[src/rtl/job_dispatcher.sv]
// Purpose : queues job requests and launches them one at a time on a start/busy/done worker.
// Latency : accepted request counts in pending_o next cycle; start pulse one cycle after that
//           when idle; next start follows the worker's done pulse by one cycle.
// Backpressure: req_ready_o drops while MAX_PENDING jobs are queued (registered-only path).
//
// Ports:
//   clk_i, rst_i            clock; asynchronous active-high reset
//   req_valid_i/req_ready_o job request handshake
//   worker_start_o          one-cycle start pulse to the worker
//   worker_busy_i           worker status, observation only
//   worker_done_i           one-cycle done pulse from the worker
//   pending_o               queued (accepted, not yet launched) job count
//   done_count_o            completed jobs, wraps silently
//   timeout_o               one-cycle pulse when the watchdog aborts a job
//   idle_o                  no job running and nothing queued
//
// Optional feature: define DISPATCH_TIMEOUT_EN to enable the WAIT-state watchdog.
module job_dispatcher #(
    parameter int MAX_PENDING    = 4,
    parameter int TIMEOUT_CYCLES = 32,
    parameter int CNT_W          = 16,
    localparam int PW            = $clog2(MAX_PENDING + 1)
) (
    input  logic             clk_i,
    input  logic             rst_i,
    input  logic             req_valid_i,
    output logic             req_ready_o,
    output logic             worker_start_o,
    input  logic             worker_busy_i,
    input  logic             worker_done_i,
    output logic [PW-1:0]    pending_o,
    output logic [CNT_W-1:0] done_count_o,
    output logic             timeout_o,
    output logic             idle_o
);

    typedef enum logic [1:0] {
        S_IDLE  = 2'd0,
        S_START = 2'd1,
        S_WAIT  = 2'd2
    } state_t;

    localparam logic [PW-1:0] MAX_P = PW'(MAX_PENDING);

    state_t             state_q, state_d;
    logic [PW-1:0]      pending_q, pending_d;
    logic [CNT_W-1:0]   done_count_q, done_count_d;

    logic               accept;
    logic               launch;     // pops one queued job into S_START
    logic               job_done;   // done accepted in S_WAIT
    logic               job_tmo;    // watchdog abort in S_WAIT
    logic               wd_expire;

`ifdef DISPATCH_TIMEOUT_EN
    localparam int TW = $clog2(TIMEOUT_CYCLES + 1);
    localparam logic [TW-1:0] TMO_LAST = TW'(TIMEOUT_CYCLES - 1);

    logic [TW-1:0] tmo_cnt_q, tmo_cnt_d;
    logic          unused_busy;

    assign unused_busy = worker_busy_i;
    assign wd_expire   = (tmo_cnt_q == TMO_LAST);

    // Cleared while the start pulse is out, counts every WAIT cycle without done.
    always_comb begin
        tmo_cnt_d = tmo_cnt_q;
        if (state_q == S_START) begin
            tmo_cnt_d = '0;
        end else if (state_q == S_WAIT && !worker_done_i && !wd_expire) begin
            tmo_cnt_d = tmo_cnt_q + 1'b1;
        end
    end

    always_ff @(posedge clk_i or posedge rst_i) begin
        if (rst_i) begin
            tmo_cnt_q <= '0;
        end else begin
            tmo_cnt_q <= tmo_cnt_d;
        end
    end
`else
    logic unused_cfg;

    assign unused_cfg = ^{worker_busy_i, 32'(TIMEOUT_CYCLES)};
    assign wd_expire  = 1'b0;
`endif

    // State register
    always_ff @(posedge clk_i or posedge rst_i) begin
        if (rst_i) begin
            state_q      <= S_IDLE;
            pending_q    <= '0;
            done_count_q <= '0;
        end else begin
            state_q      <= state_d;
            pending_q    <= pending_d;
            done_count_q <= done_count_d;
        end
    end

    // Next-state logic
    always_comb begin
        state_d  = state_q;
        launch   = 1'b0;
        job_done = 1'b0;
        job_tmo  = 1'b0;
        case (state_q)
            S_IDLE: begin
                if (pending_q != '0) begin
                    launch  = 1'b1;
                    state_d = S_START;
                end
            end
            S_START: begin
                state_d = S_WAIT;
            end
            S_WAIT: begin
                // A done on the watchdog's last cycle still counts as completion.
                if (worker_done_i) begin
                    job_done = 1'b1;
                end else if (wd_expire) begin
                    job_tmo = 1'b1;
                end
                if (job_done || job_tmo) begin
                    if (pending_q != '0) begin
                        launch  = 1'b1;
                        state_d = S_START;
                    end else begin
                        state_d = S_IDLE;
                    end
                end
            end
            default: begin
                state_d = S_IDLE;
            end
        endcase
    end

    // Queue depth and completion counter; accept and launch together leave pending unchanged.
    always_comb begin
        accept       = req_valid_i & req_ready_o;
        pending_d    = pending_q + PW'(accept) - PW'(launch);
        done_count_d = done_count_q + CNT_W'(job_done);
    end

    // Outputs
    always_comb begin
        req_ready_o    = (pending_q < MAX_P);
        worker_start_o = (state_q == S_START);
        idle_o         = (state_q == S_IDLE) && (pending_q == '0);
        timeout_o      = job_tmo;
        pending_o      = pending_q;
        done_count_o   = done_count_q;
    end

endmodule

[config.mk]
export PLATFORM = sky130hd
export DESIGN_NAME = job_dispatcher
export DESIGN_NICKNAME = d
export VERILOG_FILES = /design/src/rtl/job_dispatcher.sv
export SDC_FILE = /design/constraint.sdc
export NUM_CORES = 1
export LEC_CHECK = 0
export ABC_AREA = 1
export CAP_MARGIN = 20
export CORE_ASPECT_RATIO = 0.9
export CORE_MARGIN = 2
export CORE_UTILIZATION = 42
export CTS_BUF_LIST = sky130_fd_sc_hd__clkbuf_16
export CTS_CLUSTER_SIZE = 40
export DETAILED_ROUTE_END_ITERATION = 7
export PLACE_DENSITY = 0.78
export SYNTH_ARGS = -nofsm -noshare
export SYNTH_HDL_FRONTEND = slang
export SYNTH_SLANG_ARGS = --single-unit
[constraint.sdc]
create_clock -name clk_i -period 2.2 [get_ports clk_i]
set_clock_uncertainty 0.15 [all_clocks]
set_input_delay 0.33 -clock clk_i [delete_from_list [all_inputs] [get_ports clk_i]]
set_output_delay 0.33 -clock clk_i [all_outputs]
set_load 0.005 [all_outputs]
Figure 1. Placed cells, one color a class (run 1).
Drawn at 6 px/um.
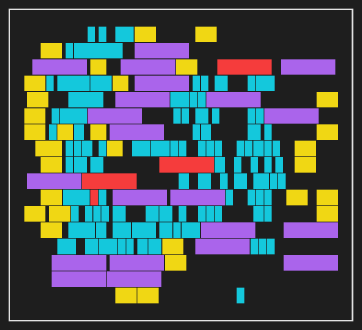
[purple] flip-flops | cells: 21 | share of their area: 36%
[yellow] other buffers and delay cells | cells: 30 | share of their area: 20%
[cyan] all other logic | cells: 99 | share of their area: 38%
[red] clock drivers and dummy loads | cells: 4 | share of their area: 5.5%

Figure 2. Metal 1 (run 1).
Drawn at 8 px/um.
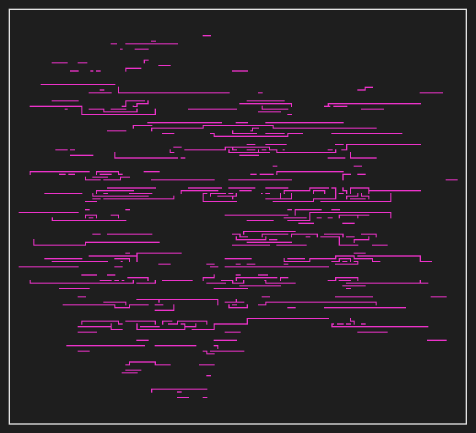
longest straight run: 13.8 um
nets with wire on the layer: 137

==> results.toml, run 1 <==
# synthesis and place-and-route metrics
[yosys]
synthArstFlopShare_pct = 100
synth_cell_type_count = 20
most_common_cell = "nand2_1"

[timing]
finalHoldViolations = 0
fmax_mhz = 471
setup_viol = 0

[place]
dp_hpwl_mm = 1.52
place.gp.congestion = 0.735

[global_routing]
grt.total_usage_pct = 17.0
overflow = 0

[outcome]
status = "complete, no violations"

[clocking]
cts_setup_buffers = 0
clockBufferDepth = 2
h-tree-depth = 1
tritoncts = "built"

[layout]
layout.nets = 165
layout-drive-gt1-share_pct = 15.6
post-route-util_pct = 60.9

[critical_path]
crit_slowest_cell = "clkdlybuf4s50_1"
slowest_delay_ps = 440
startpoint_type = "input pin"
endpoint_kind = "register"

[floorplan]
die_area_mm2 = 0.00294
num_io_pins = 28
die_x_um = 57.0

[detailed_routing]
wl_per_cell_um = 11.7
wl_mm = 2.12
Figure 3. Cells by drive strength (run 1).
Drawn at 6 px/um.
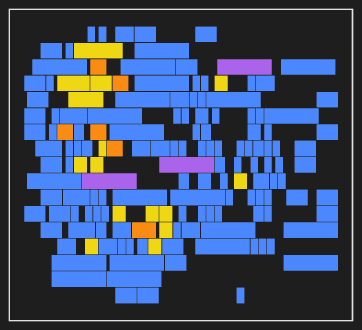
[purple] drive 6 and up | cells: 3 | share: 1.9%
[orange] drive 3 to 4 | cells: 6 | share: 3.9%
[yellow] drive 2 | cells: 15 | share: 9.7%
[blue] drive 1 or less | cells: 130 | share: 84%

Figure 4. Routing congestion map (run 1).
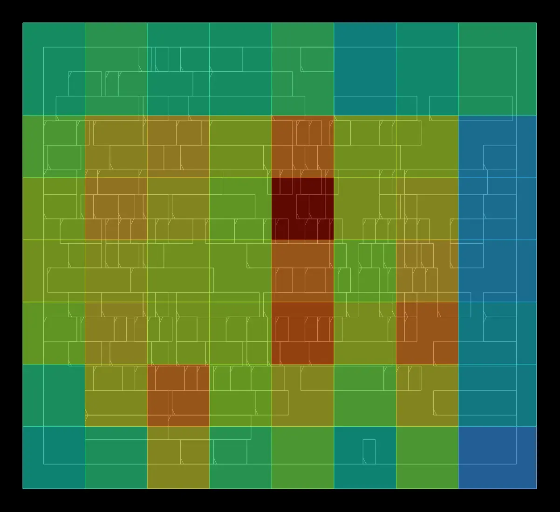
met1 usage: 21.0%
GRT Max-Usage Layer: met2
GR Layer Usage met2: 28.4%

==> run 1: placed cells by master (no fill, tap or decap), types with 2 or more instances in the layout <==
master	instances
nand2_2	4
nor3_1	2
ha_1	3
nand2_1	29
nor2_2	5
inv_1	16
clkbuf_16	3
nand4_1	3
buf_4	5
xor2_1	8
dfrtp_1	21
clkdlybuf4s50_1	24
nand3_1	5
o21ai_1	2
nor2_1	12
==> run 1: layout make-up <==
cell class / count / area [um2]
clock buffer: 3 / 75.1
sequential: 21 / 526
inverter: 17 / 63.8
tap: 28 / 35.0
fill: 209 / 948
clock inverter: 1 / 3.75
timing repair buffer: 30 / 290
multi-input combinational: 82 / 483
==> run 1: logic make-up after synthesis <==
logic type	after synthesis	synth area share (%)
AND-OR/OR-AND	2	0.945
XOR/XNOR	10	8.27
adder cells (fa/ha/maj)	5	6.61
buffers and inverters	18	6.73
flip-flops	21	49.6
other	1	0.354
AND/OR/NAND/NOR	64	27.5
==> run 1: stage by stage <==
step / instances / area, um2 / hold slack, ps
2_1_floorplan: 121 / 1060 / 157
3_3_place_gp: 178 / 1380 / 335
3_5_place_dp: 178 / 1380 / 348
4_1_cts: 182 / 1470 / 270
5_1_grt: 182 / 1480 / 309
6_report: 182 / 1480 / 262
==> run 1: power breakdown <==
| group | switching, mW | leakage (nW) | internal, mW |
|---|---|---|---|
| clock network | 0.136 | 0.0423 | 0.242 |
| logic | 0.249 | 0.400 | 0.363 |
| registers | 0.0936 | 0.261 | 0.488 |
| total | 0.478 | 0.704 | 1.09 |
==> run 1: layer usage <==
layer / up-vias / wire length (um) / GRT usage (%)
met4: 0 / 16 / 4.65
li1: 432 / - / -
met2: 28 / 1030 / 28.4
met1: 393 / 957 / 21.0
met3: 2 / 120 / 5.72
met5: - / 0 / 0
==> run 1: worst max-delay path: cells and delay by family <==
family | cells | cell delay, ps
fa+ha+maj | 3 | 790
buf+inv | 2 | 480
simple gates | 2 | 210
xor+xnor | 2 | 290
==> run 1: state kept, by name (all words and copies together) (netlist names) <==
name / count
done_count_o: 16
pending_o: 3
state_q: 2
==> run 1: repair_timing <==
item                                    4_1_cts  5_1_grt
resized                                       4        3
pin swaps                                     0        1
endpoints found under the setup margin        2        2
cloned                                        0        0
==> run 1: final timing paths <==
| kind | cells after the start | end | slack [ps] | from |
|---|---|---|---|---|
| max in group asynchronous | 3 | done_count_o[15] | 1420 | rst_i |
| hold reg to reg | 1 | done_count_o[0] | 360 | done_count_o[0] |
| hold / removal | 3 | pending_o[0] | 260 | rst_i |
| setup / recovery | 9 | pending_o[2] | 80 | worker_done_i |
| min in group clk_i | 1 | done_count_o[0] | 360 | done_count_o[0] |
| setup reg to reg | 10 | pending_o[2] | 110 | state_q[0] |
Figure 5. Close-up of the layout (run 1).
Window x 2 to 27, y 26 to 51 um. Cells in gray, sequential cells in the stronger gray; small squares are vias.
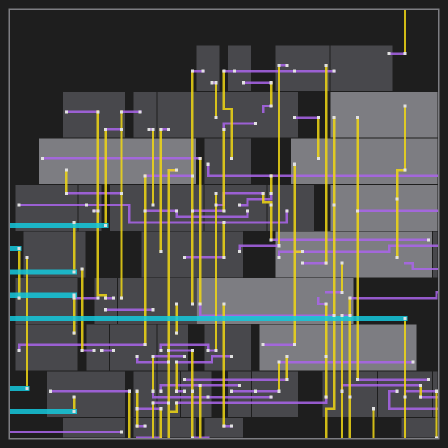

==> run 2: changes to the inputs <==
--- a/config.mk
+++ b/config.mk
@@ -7,9 +7,11 @@
 export LEC_CHECK = 0
 export ABC_AREA = 1
 export CAP_MARGIN = 20
+export CELL_PAD_IN_SITES_DETAIL_PLACEMENT = 1
+export CELL_PAD_IN_SITES_GLOBAL_PLACEMENT = 1
 export CORE_ASPECT_RATIO = 0.9
 export CORE_MARGIN = 2
-export CORE_UTILIZATION = 42
+export CORE_UTILIZATION = 31
 export CTS_BUF_LIST = sky130_fd_sc_hd__clkbuf_16
 export CTS_CLUSTER_SIZE = 40
 export DETAILED_ROUTE_END_ITERATION = 7
Figure 6. Close-up of the layout (run 2).
Window x 4 to 29, y 32 to 57 um. Cells in gray, sequential cells in the stronger gray; small squares are vias.
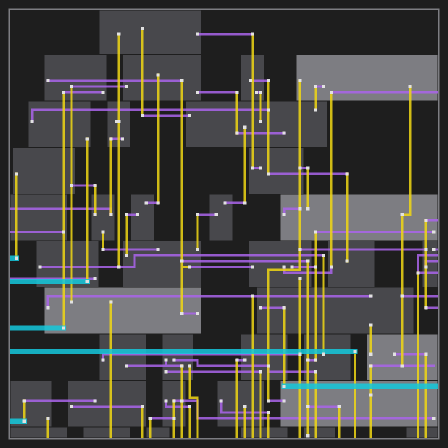
[yellow] met2
[cyan] met3
[purple] met1
sequential cells in the window: 4
most frequent: clkdlybuf4s50_1 (6), buf_4 (5)
netlist names of flops here include: pending_o (3), state_q (1)
cells with their middle in the window: 31

Figure 7. Metal 1 (run 2).
Drawn at 8 px/um.
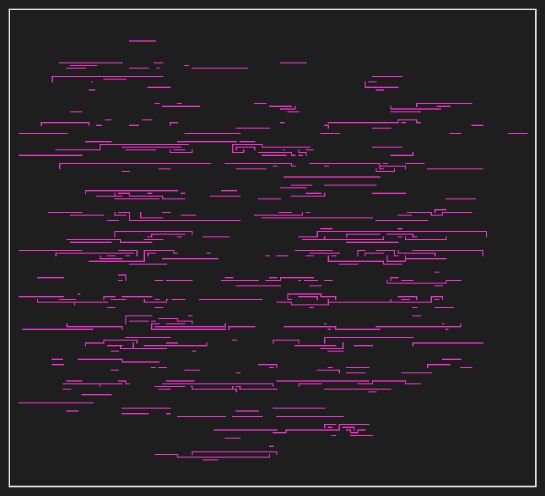
share of all routed wire: 43%
longest straight run: 21.2 um

==> run 2 against run 1 <==
Sequential cell count unchanged. Hold slack gained 16 ps. Non-clock buffer count up 3. Critical path depth did not move. Critical path type unchanged. Critical endpoint unchanged. Largest power group unchanged.
==> results.toml, run 2 <==
# synthesis and place-and-route metrics
[critical_path]
startpoint_type = "input pin"
r2r_cells = 10
endpoint = "pending_o[2]"
startpoint = "worker_done_i"
r2r_start = "state_q[0]"
critical_path_required_ps = 2190
timing.rr.end = "pending_o[2]"
endpoint_kind = "register"
r2r_slack_ps = 50

[layout]
post-route-util_pct = 45.6
fillCellCount = 402
largest_reg_flops = 16
layout-drive-gt1-share_pct = 17.2
layout.nets = 168
lay_top_count = "nand2_1"
fin_cells = 201

[global_routing]
use_met3_pct = 3.80
grtUsageMet1_pct = 18.3
overflow = 0

[clocking]
tritoncts = "built"
clockBufferDepth = 2
clockRootBuffer = "clkbuf_16"
h-tree-depth = 1

[place]
placedCellCount = 196
dp_hpwl_mm = 2.09
place.gp.congestion = 0.709

[outcome]
status = "complete, no violations"

[detailed_routing]
wl_per_cell_um = 13.4
wl_mm = 2.69

[yosys]
synthArstFlopShare_pct = 100
most_common_cell = "nand2_1"

[power]
swShare_pct = 31.7
p_sw_mw = 0.513
comb_power_share_pct = 39.7
clock_power_share_pct = 24.0
power_frac_seq_pct = 36.3

[timing]
setup_viol = 0
finalHoldViolations = 0

[floorplan]
num_io_pins = 28
die_area_mm2 = 0.00390
die_x_um = 65.6
## run 2: worst max-delay path, stage by stage
cell and delay [ps]:
clkdlybuf4s50_1 520, nor2_2 60, nor3_1 240, ha_1 170, inv_1 40, ha_1 180, fa_2 360, xnor2_2 150
xor2_1 140
## run 2: kinds of logic (layout without fill, tap and decap cells)
family	Yosys count	in the layout	synth area share (%)
XOR/XNOR	10	10	8.27
adder cells (fa/ha/maj)	5	5	6.61
AND-OR/OR-AND	2	2	0.945
flip-flops	21	21	49.6
AND/OR/NAND/NOR	64	64	27.5
other	1	1	0.354
buffers and inverters	18	54	6.73
## run 2: worst min path at each step
stage / start / endpoint
6_report: rst_i / state_q[1]
5_1_grt: rst_i / pending_o[2]
4_1_cts: rst_i / done_count_o[5]
3_5_place_dp: done_count_o[5] / done_count_o[5]
3_3_place_gp: done_count_o[15] / done_count_o[15]
2_1_floorplan: rst_i / done_count_o[0]
## run 2: final cells by class
class,instances,area [um2],area share (%)
Multi-Input combinational cell,82,480,31.7
Clock buffer,3,75.1,4.95
Tap cell,44,55.1,3.63
Timing Repair Buffer,33,313,20.6
Clock inverter,1,5.00,0.330
Sequential cell,21,526,34.6
Inverter,17,63.8,4.20
## run 2: power by group through the flow
stage	sequential, mW	combinational, mW	clock (mW)
finish	0.588	0.642	0.389
CTS	0.587	0.611	0.397
floorplan	0.586	0.250	0
detailed placement	0.583	0.607	0
global route	0.602	0.713	0.414
global placement	0.573	0.561	0
## run 2: per-stage QoR
stage          instance area (um2)  hold slack [ps]
5_1_grt                       1520              316
3_5_place_dp                  1410              364
3_3_place_gp                  1410              335
6_report                      1520              278
4_1_cts                       1500              299
2_1_floorplan                 1060              157
## run 2: repair_timing
item	4_1_cts	5_1_grt
buffers inserted	0	1
gates resized	2	4
endpoints found under the setup margin	2	2
hold buffers	0	0
pin swaps	0	2
endpoints found under the hold margin	0	0
## run 2: layer usage
metal / vias up / wire length (um)
li1: 445 / -
met1: 443 / 1160
met2: 24 / 1440
met3: 0 / 101
met4: 0 / 0
met5: - / 0
Figure 8. Cells by drive strength (run 2).
Drawn at 6 px/um.
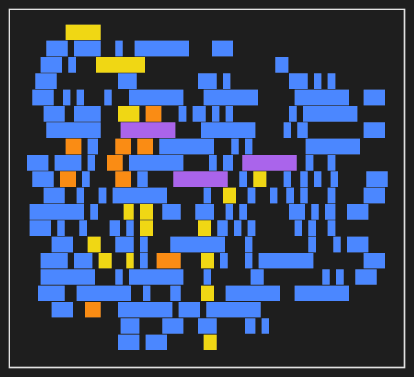

==> run 3: changes to the inputs <==
--- a/config.mk
+++ b/config.mk
@@ -11,11 +11,11 @@
 export CELL_PAD_IN_SITES_GLOBAL_PLACEMENT = 1
 export CORE_ASPECT_RATIO = 0.9
 export CORE_MARGIN = 2
-export CORE_UTILIZATION = 31
+export CORE_UTILIZATION = 37
 export CTS_BUF_LIST = sky130_fd_sc_hd__clkbuf_16
 export CTS_CLUSTER_SIZE = 40
 export DETAILED_ROUTE_END_ITERATION = 7
-export PLACE_DENSITY = 0.78
+export PLACE_DENSITY = 0.87
 export SYNTH_ARGS = -nofsm -noshare
 export SYNTH_HDL_FRONTEND = slang
 export SYNTH_SLANG_ARGS = --single-unit
==> constraint.sdc (replaced) <==
create_clock -name clk_i -period 2.6 [get_ports clk_i]
set_clock_uncertainty 0.15 [all_clocks]
set_input_delay 0.39 -clock clk_i [delete_from_list [all_inputs] [get_ports clk_i]]
set_output_delay 0.39 -clock clk_i [all_outputs]
set_load 0.005 [all_outputs]
Figure 9. Cells by drive strength (run 3).
Drawn at 6 px/um.
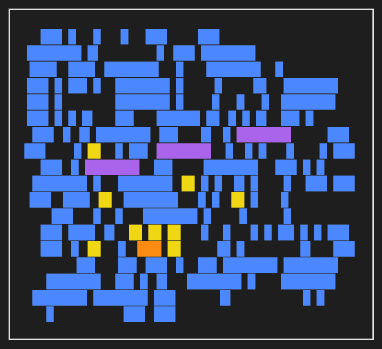
Final WS setup: 239 ps
Finished Cell Area: 0.00143 mm2
Layout area overhead: 35.1%

Figure 10. Close-up of the layout (run 3).
Window x 3 to 28, y 29 to 54 um. Cells in gray, sequential cells in the stronger gray; small squares are vias.
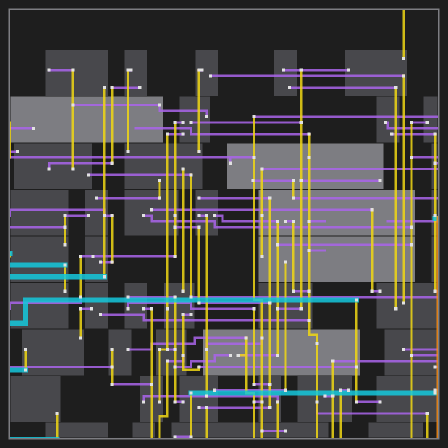

==> run 3 against run 2 <==
Sequential share of layout area rose by 2.1 points. Via count fell by 4.9%. Critical path type is now register to register. Setup slack gained 240 ps. Sequential cell count unchanged. Critical endpoint unchanged.
==> results.toml, run 3 <==
# synthesis and place-and-route metrics
[outcome]
status = "complete, no violations"

[power]
power_frac_seq_pct = 39.4
comb_power_share_pct = 35.4
p_sw_mw = 0.408
swShare_pct = 31.9

[yosys]
most_common_cell = "nand2_1"
ys_top_logic_family = "simple AND/OR/NAND/NOR gates"
yosys.area_share.aoi_pct = 0.945
fa_ha_area_share_pct = 6.61
ys_sh_xor_pct = 8.26
syn_inst = 121
mux_area_share_pct = 0
synthArstFlopShare_pct = 100
top_cells_by_count = "nand2_1, dfrtp_1, inv_1"

[timing]
setup_viol = 0
finalHoldViolations = 0
fmax_mhz = 424

[detailed_routing]
wl_per_cell_um = 13.2
drt_first_iter_violations = 16
wl_mm = 2.50
dr_total_vias = 867

[critical_path]
critical_path_required_ps = 2630
r2r_slack_ps = 240
r2r_cells = 10
startpoint_type = "register"
endpoint_kind = "register"
r2r_start = "state_q[0]"
timing.rr.end = "pending_o[2]"

[place]
dp_hpwl_mm = 1.78
place.gp.congestion = 0.764
place_ws_ps = 12.0

[global_routing]
grt.total_usage_pct = 17.7
overflow = 0
grt_pass1_vias = 917

[clocking]
clockBufferDepth = 2
postCtsHoldBufs = 0
h-tree-depth = 1
tritoncts = "built"
cts.repair.resized = 0
clockRootBuffer = "clkbuf_16"
cts_setup_buffers = 0

[worst_hold_path]
hp-start = "done_count_o[0]"
hold_end = "done_count_o[0]"

[layout]
layout-drive-gt1-share_pct = 8.72
layout.nets = 160
largest_reg_flops = 16
lay_top_count = "nand2_1"
fillCellCount = 326

[floorplan]
die_area_mm2 = 0.00331
num_io_pins = 28
==> run 3: cell counts after synthesis <==
No cell type changed its count.
==> run 3: stage by stage <==
step | utilization, % | std cells | area, um2 | hold WS, ps
floorplan | - | 121 | 1060 | 217
global placement | 49.6 | 185 | 1350 | 337
detailed placement | 49.6 | 185 | 1350 | 351
CTS | 52.5 | 189 | 1430 | 369
global route | 52.5 | 189 | 1430 | 384
finish | 52.5 | 189 | 1430 | 360
==> run 3: layout make-up <==
cell class	count	area, um2	share of cell area [%]
Tap cell	40	50.0	3.50
Clock buffer	3	75.1	5.24
Timing Repair Buffer	25	250	17.5
Sequential cell	21	526	36.7
Inverter	17	63.8	4.46
Multi-Input combinational cell	82	463	32.3
Clock inverter	1	3.75	0.262
==> run 3: power groups by stage <==
stage | clock (mW) | sequential, mW | combinational (mW)
2_1_floorplan | 0 | 0.496 | 0.211
3_3_place_gp | 0 | 0.499 | 0.403
3_5_place_dp | 0 | 0.504 | 0.432
4_1_cts | 0.330 | 0.505 | 0.461
5_1_grt | 0.346 | 0.519 | 0.499
6_report | 0.323 | 0.504 | 0.452
==> run 3: logic make-up after synthesis <==
logic type / count (synthesis)
simple gates: 64
flops: 21
buf+inv: 18
xor+xnor: 10
fa+ha+maj: 5
compound gates: 2
other cells: 1
==> run 3: layer usage <==
| layer | share of wire [%] | GRT usage, % | wire, um | up-vias |
|---|---|---|---|---|
| met5 | 0 | 0 | 0 | - |
| met4 | 0.52 | 1.81 | 13 | 0 |
| met3 | 4.3 | 5.67 | 107 | 2 |
| met2 | 49 | 31.3 | 1220 | 25 |
| met1 | 46 | 22.1 | 1150 | 417 |
| li1 | - | - | - | 423 |
==> run 3: worst max-delay path by stage <==
stage	cells after the start	endpoint	slack, ps	from
floorplan	8	pending_o[2]	460	pending_o[1]
global placement	9	pending_o[2]	120	worker_done_i
detailed placement	9	pending_o[2]	10	worker_done_i
CTS	8	pending_o[2]	210	pending_o[1]
global route	10	pending_o[2]	90	state_q[0]
finish	10	pending_o[2]	240	state_q[0]
==> run 3: worst max-delay path: stages, from the launching register on <==
cell and delay, ps:
dfrtp_1 420, inv_1 120, nand2_1 70, nor2_1 150, nor3_1 80, ha_1 290
inv_1 40, ha_1 200, fa_1 400, xnor2_1 200, xor2_1 160
Power is estimated from default activity; no workload was simulated.
